**src/rtl/peri_bridge_pkg.sv**
```systemverilog
// Shared types and helpers for the peripheral bus bridge: FSM state encoding,
// the buffered request record and the address-window legality check.
package peri_bridge_pkg;

  localparam logic [31:0] DEF_BASE_ADDR = 32'h4000_0000;
  localparam logic [31:0] DEF_ADDR_MASK = 32'hFFFF_0000;
  localparam logic [31:0] DEF_IDLE_ADDR = 32'h0000_0000;

  typedef enum logic [2:0] {
    ST_IDLE,
    ST_ISSUE,
    ST_WAIT_RD,
    ST_RESP,
    ST_GAP
  } state_e;

  // One buffered core request, exactly as presented on the OBI side.
  typedef struct packed {
    logic        we;
    logic [3:0]  be;
    logic [31:0] addr;
    logic [31:0] wdata;
  } req_t;

  // True when the address falls inside the peripheral window.
  function automatic logic in_window(input logic [31:0] addr,
                                     input logic [31:0] base,
                                     input logic [31:0] mask);
    return (addr & mask) == base;
  endfunction

  // The peripheral only understands full-word accesses inside its window.
  function automatic logic is_legal(input req_t        req,
                                    input logic [31:0] base,
                                    input logic [31:0] mask);
    return in_window(req.addr, base, mask) && (req.be == 4'hF);
  endfunction

endpackage

```
**src/rtl/peri_req_fifo.sv**
```systemverilog
// Synchronous request FIFO. Pushes into a full FIFO and pops from an empty one
// are ignored, so the caller may drive raw strobes. Full/empty come from an
// occupancy counter; DEPTH must be a power of two so the pointers wrap freely.
module peri_req_fifo
  import peri_bridge_pkg::*;
#(
  parameter int unsigned DEPTH = 2
) (
  input  logic i_clk,
  input  logic i_rst,
  input  logic i_push,
  input  req_t i_push_data,
  input  logic i_pop,
  output req_t o_pop_data,
  output logic o_full,
  output logic o_empty
);

  localparam int unsigned AW = (DEPTH > 1) ? $clog2(DEPTH) : 1;
  localparam logic [AW:0] FULL_CNT = (AW + 1)'(DEPTH);

  req_t          r_mem [DEPTH];
  logic [AW-1:0] r_wr_ptr;
  logic [AW-1:0] r_rd_ptr;
  logic [AW:0]   r_count;

  logic w_push;
  logic w_pop;

  assign o_full     = (r_count == FULL_CNT);
  assign o_empty    = (r_count == '0);
  assign w_push     = i_push && !o_full;
  assign w_pop      = i_pop && !o_empty;
  assign o_pop_data = r_mem[r_rd_ptr];

  // Pointer and occupancy bookkeeping; reset flushes the FIFO.
  always_ff @(posedge i_clk) begin
    if (i_rst) begin
      r_wr_ptr <= '0;
      r_rd_ptr <= '0;
      r_count  <= '0;
    end else begin
      if (w_push) r_wr_ptr <= r_wr_ptr + 1'b1;
      if (w_pop)  r_rd_ptr <= r_rd_ptr + 1'b1;
      case ({w_push, w_pop})
        2'b10:   r_count <= r_count + 1'b1;
        2'b01:   r_count <= r_count - 1'b1;
        default: r_count <= r_count;
      endcase
    end
  end

  // Entry storage written on accepted pushes.
  // NOTE: the storage array has no reset; validity is defined solely by the
  // pointers and count, and an unreset array maps onto plain RAM/regfile cells.
  always_ff @(posedge i_clk) begin
    if (w_push) r_mem[r_wr_ptr] <= i_push_data;
  end

endmodule

```
**src/rtl/peri_bus_bridge.sv**
```systemverilog
// OBI-style request/grant/rvalid bus to single-cycle peripheral command
// strobes. Requests are buffered in a small FIFO and served strictly in order;
// illegal accesses are answered with an error and never reach the peripheral,
// and each issued command is followed by CMD_GAP idle cycles.
module peri_bus_bridge
  import peri_bridge_pkg::*;
#(
  parameter logic [31:0] BASE_ADDR  = DEF_BASE_ADDR,
  parameter logic [31:0] ADDR_MASK  = DEF_ADDR_MASK,
  parameter logic [31:0] IDLE_ADDR  = DEF_IDLE_ADDR,
  parameter int unsigned RD_LATENCY = 1,
  parameter int unsigned CMD_GAP    = 1,
  parameter int unsigned FIFO_DEPTH = 2
) (
  input  logic        clk_i,
  input  logic        rst_i,
  input  logic        req_i,
  output logic        gnt_o,
  input  logic        we_i,
  input  logic [3:0]  be_i,
  input  logic [31:0] addr_i,
  input  logic [31:0] wdata_i,
  output logic        rvalid_o,
  output logic [31:0] rdata_o,
  output logic        err_o,
  output logic [31:0] peri_address_o,
  output logic [31:0] peri_data_o,
  input  logic [31:0] peri_data_i,
  output logic        busy_o
);

  // Counter preloads: the read wait and the gap both end on the cycle the
  // counter reads zero, hence the minus one.
  localparam logic [2:0] LAT_LOAD = 3'(RD_LATENCY - 1);
  localparam logic [2:0] GAP_LOAD = (CMD_GAP > 0) ? 3'(CMD_GAP - 1) : 3'd0;
  localparam bit         HAS_GAP  = (CMD_GAP != 0);

  state_e r_state;
  state_e w_next_state;

  req_t  w_push_req;
  req_t  w_head;
  logic  w_full;
  logic  w_empty;
  logic  w_push;
  logic  w_pop;
  logic  w_head_legal;

  logic [31:0] r_peri_addr;
  logic [31:0] r_peri_data;
  logic [31:0] r_rdata;
  logic        r_err;
  logic        r_we;
  logic        r_issued;
  logic [2:0]  r_cnt;

  // Grant depends only on the registered full flag, so a pop in the same
  // cycle never opens an extra slot.
  assign gnt_o        = !rst_i && !w_full;
  assign w_push       = req_i && gnt_o;
  assign w_push_req   = '{we: we_i, be: be_i, addr: addr_i, wdata: wdata_i};
  assign w_pop        = (r_state == ST_IDLE) && !w_empty;
  assign w_head_legal = is_legal(w_head, BASE_ADDR, ADDR_MASK);

  peri_req_fifo #(
    .DEPTH (FIFO_DEPTH)
  ) u_req_fifo (
    .i_clk       (clk_i),
    .i_rst       (rst_i),
    .i_push      (w_push),
    .i_push_data (w_push_req),
    .i_pop       (w_pop),
    .o_pop_data  (w_head),
    .o_full      (w_full),
    .o_empty     (w_empty)
  );

  // FSM state register.
  // NOTE: clocked state uses non-blocking assignments so every flop samples
  // the pre-edge values regardless of block evaluation order.
  always_ff @(posedge clk_i) begin
    if (rst_i) r_state <= ST_IDLE;
    else       r_state <= w_next_state;
  end

  // Next-state selection.
  // NOTE: the default assignment up front keeps this block purely
  // combinational; any path that skipped it would infer a latch.
  always_comb begin
    w_next_state = r_state;
    case (r_state)
      ST_IDLE: begin
        if (!w_empty) w_next_state = w_head_legal ? ST_ISSUE : ST_RESP;
      end
      ST_ISSUE:   w_next_state = r_we ? ST_RESP : ST_WAIT_RD;
      ST_WAIT_RD: if (r_cnt == 3'd0) w_next_state = ST_RESP;
      ST_RESP:    w_next_state = (HAS_GAP && r_issued) ? ST_GAP : ST_IDLE;
      ST_GAP:     if (r_cnt == 3'd0) w_next_state = ST_IDLE;
      default:    w_next_state = ST_IDLE;
    endcase
  end

  // Transaction context: command registers, response data and the shared
  // latency/gap counter.
  always_ff @(posedge clk_i) begin
    if (rst_i) begin
      r_peri_addr <= IDLE_ADDR;
      r_peri_data <= '0;
      r_rdata     <= '0;
      r_err       <= 1'b0;
      r_we        <= 1'b0;
      r_issued    <= 1'b0;
      r_cnt       <= '0;
    end else begin
      case (r_state)
        ST_IDLE: begin
          if (w_pop) begin
            r_we     <= w_head.we;
            r_err    <= !w_head_legal;
            r_issued <= w_head_legal;
            r_rdata  <= '0;
            if (w_head_legal) begin
              r_peri_addr <= w_head.addr;
              r_peri_data <= w_head.we ? w_head.wdata : 32'h0;
            end
          end
        end
        ST_ISSUE: begin
          if (!r_we) r_cnt <= LAT_LOAD;
        end
        ST_WAIT_RD: begin
          if (r_cnt == 3'd0) r_rdata <= peri_data_i;
          else               r_cnt   <= r_cnt - 3'd1;
        end
        ST_RESP: begin
          if (HAS_GAP && r_issued) r_cnt <= GAP_LOAD;
        end
        ST_GAP: begin
          if (r_cnt != 3'd0) r_cnt <= r_cnt - 3'd1;
        end
        default: begin
          r_cnt <= '0;
        end
      endcase
    end
  end

  // Outputs decoded from state: the command is visible only in ISSUE and the
  // response only in RESP; everywhere else the buses rest at idle values.
  always_comb begin
    rvalid_o       = 1'b0;
    err_o          = 1'b0;
    rdata_o        = '0;
    peri_address_o = IDLE_ADDR;
    peri_data_o    = '0;
    busy_o         = (r_state != ST_IDLE) || !w_empty;
    case (r_state)
      ST_ISSUE: begin
        peri_address_o = r_peri_addr;
        peri_data_o    = r_peri_data;
      end
      ST_RESP: begin
        rvalid_o = 1'b1;
        err_o    = r_err;
        rdata_o  = r_rdata;
      end
      default: begin
        rvalid_o = 1'b0;
      end
    endcase
  end

endmodule
```
**config.mk**
```make
export PLATFORM = sky130hd
export DESIGN_NAME = peri_bus_bridge
export DESIGN_NICKNAME = d
export VERILOG_FILES = /design/src/rtl/peri_bridge_pkg.sv /design/src/rtl/peri_req_fifo.sv /design/src/rtl/peri_bus_bridge.sv
export SDC_FILE = /design/constraint.sdc
export NUM_CORES = 1
export LEC_CHECK = 0
export CAP_MARGIN = 20
export CORE_UTILIZATION = 50
export DETAILED_ROUTE_END_ITERATION = 6
export PLACE_DENSITY = 0.88
export SLEW_MARGIN = 20
export SYNTH_ARGS = -nofsm -noshare
export SYNTH_HDL_FRONTEND = slang
export SYNTH_SLANG_ARGS = --single-unit
```
**constraint.sdc**
```tcl
create_clock -name clk_i -period 8.7 [get_ports clk_i]
set_clock_uncertainty 0.05 [all_clocks]
set_input_delay 1.74 -clock clk_i [delete_from_list [all_inputs] [get_ports clk_i]]
set_output_delay 1.74 -clock clk_i [all_outputs]
set_load 0.05 [all_outputs]
```
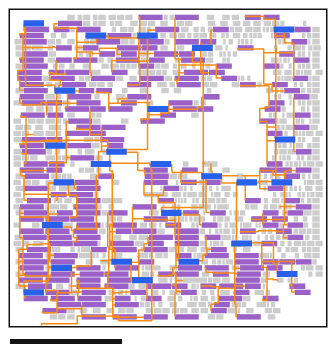
**Above:** run 1 (clock distribution).
Bar = 50 um.
Key: blue = cells driving clock nets [count 25]; orange = clock wires [length 2,750 um]; purple = flip-flops [count 248]
There are 26 routed clock nets.

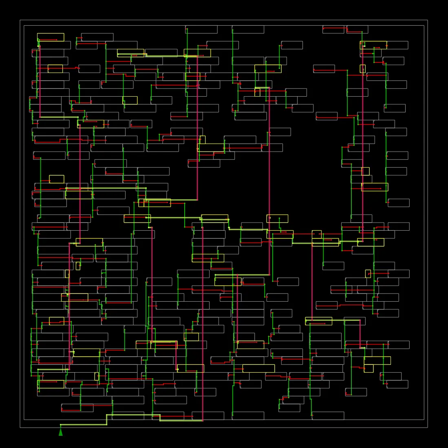
**Above:** run 1 (clock routing).
final sequential cell count: 248
CTS buffer count: 25
clock group total power: 1.10 mW

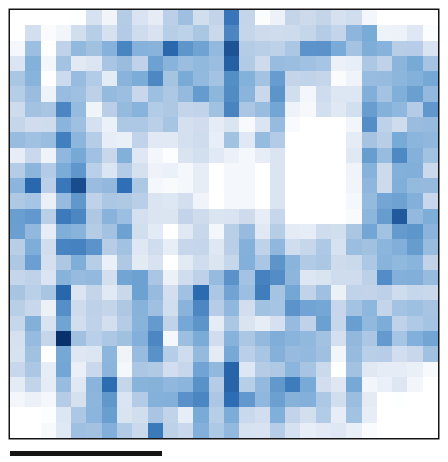
**Above:** run 1 (signal metal coverage by tile).
Bar = 50 um. 28 x 28 tiles, from white (low) to dark blue (high), scaled to the fullest tile. Values are wire area over tile area, all layers added.
The mean over all tiles is 0.16. 13% of the tiles are over half the peak. The emptiest ninth of the die: centre. The fullest tile reaches 0.54.

==> summary.txt, run 1 <==
Notes on the flow outputs.

- The number of cells in the design after placement is 1,140.
- The kind of end point of the critical path is a primary output.
- The number of buffers and inverters on the critical path is 2.
- The first-pass iteration count of the detailed router is 4.
- The number of non-clock inverters in the layout is 7.
- The die extent in x is 141 um.
- The biggest cell category by area in the final layout is flip-flops and latches.
- The number of warnings reported in the yosys synthesis log reads 0.
- The run finished with clean final reports.
- For met1 alone, demand over resource in global routing was 0.247.
- The worst-case reg-to-reg setup slack stands at ~5.6 ns.
- The OpenROAD report gives the critical path a data arrival time of roughly 3.0 ns.
- The switching power of the nets is just over 0.8 mW.
- The count of clock-net buffers in the final layout is 35.
- The average detailed-routed wire length per instance reads about 17 um.
- Per the layout area report, the combinational gate area comes to just over 3000 um2.
- The first global-routing pass estimated about 31 mm of wire.
- By area the synthesized netlist is led by edfxtp_1, dfxtp_1, and2_1.
- The number of enable flip-flop cells is roughly 140.
- The number of antenna violations at the first check in global routing is 0.
- The global router reports that the layer with the highest usage is met2.
- The number of cells on the worst reg-to-reg path reads 6.
- The topmost layer with routed signal wires reads met4.
- The placed wire-length estimate after detailed placement reads between 10 and 15 mm.
- The stat command in Yosys gives a chip area of around 9600 um2.
**Run 1: M3 wires**

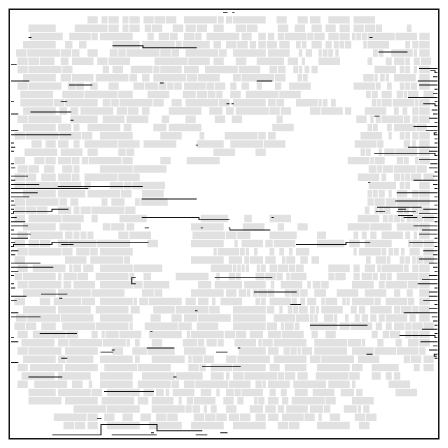

==> inputs of run 2 (changes only) <==
Clock period 8.7 ns to 4.6 ns, I/O delays scaled along.
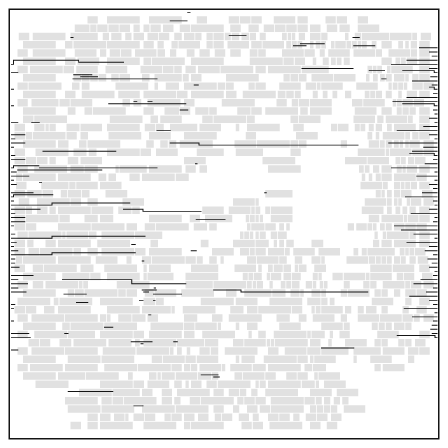
**Above:** run 2 (M3 wires).
The layer carries 1,150 um of wire. The wires run mostly horizontal. The layer holds 5.7% of the routed length. 144 nets have wire on it.

==> summary.txt, run 2 <==
Notes on the flow outputs.

- The slowest cell on the critical path is clkdlybuf4s50_1 (unchanged).
- The placed wire-length estimate after detailed placement is 12.5 mm (was 12.0 mm).
- The first-pass iteration count of the detailed router is 6 (was 4).
- The summed standard-cell area reported by yosys is 9610 um2 (unchanged).
- The count of sequential standard cells is 248 (unchanged).
- The number of warnings reported in the yosys synthesis log reads 0 (unchanged).
- The number of antenna violations at the first check in global routing is 0 (unchanged).
- The average detailed-routed wire length per instance reads 16.9 um (was 16.8 um).
- The internal portion of total power came to 4.05 mW (was 2.18 mW).
- The number of cells on the worst reg-to-reg path reads 6 (unchanged).
- Outcome: finished, final reports clean (unchanged).
- The kind of end point of the critical path reads a primary output (unchanged).
- The biggest cell category by area in the final layout is flip-flops and latches (unchanged).
- The switching power of the nets is 1.48 mW (was 0.809 mW).
- The routing usage on met1 is 0.241 (was 0.247).
- The proportion of power drawn by combinational gates reads 0.157 (was 0.153).
- The global routing's busiest layer reads met2 (unchanged).
- The overall via count from detail_route came to 6,374 (was 6,343).
- The topmost layer with routed signal wires is met4 (unchanged).
- The area fraction in mux cells reads 0.0521 (unchanged).
- The placer congestion estimate came to 0.728 (was 0.761).
- The number of enable flip-flop cells reads 138 (unchanged).
- The count of clock-net buffers in the final layout is 36 (was 35).
- The root buffer cell is clkbuf_16 (unchanged).
- The total clock network power is 1.94 mW (was 1.10 mW).
- The total area of multi-input combinational cells reads 3030 um2 (unchanged).
- The number of non-clock inverters in the layout was 7 (unchanged).
- The first-pass GRT wire length reads 31.5 mm (about the same).
- The number of buffers and inverters on the critical path was 2 (unchanged).
- The first-iteration detailed-routing DRC count is 286 (was 289).
- The cell leakage power is 4.26 nW (was 4.29 nW).
- Main area contributors after synthesis: edfxtp_1, dfxtp_1, and2_1 (unchanged).
- The share of the core filled with cells reads 0.672 (was 0.675).
- The total CTS buffers came to 25 (unchanged).
- The die extent in x is 141 um (unchanged).
- The final tally of hold violations reads 0 (unchanged).
Power is estimated from default activity; no workload was simulated.
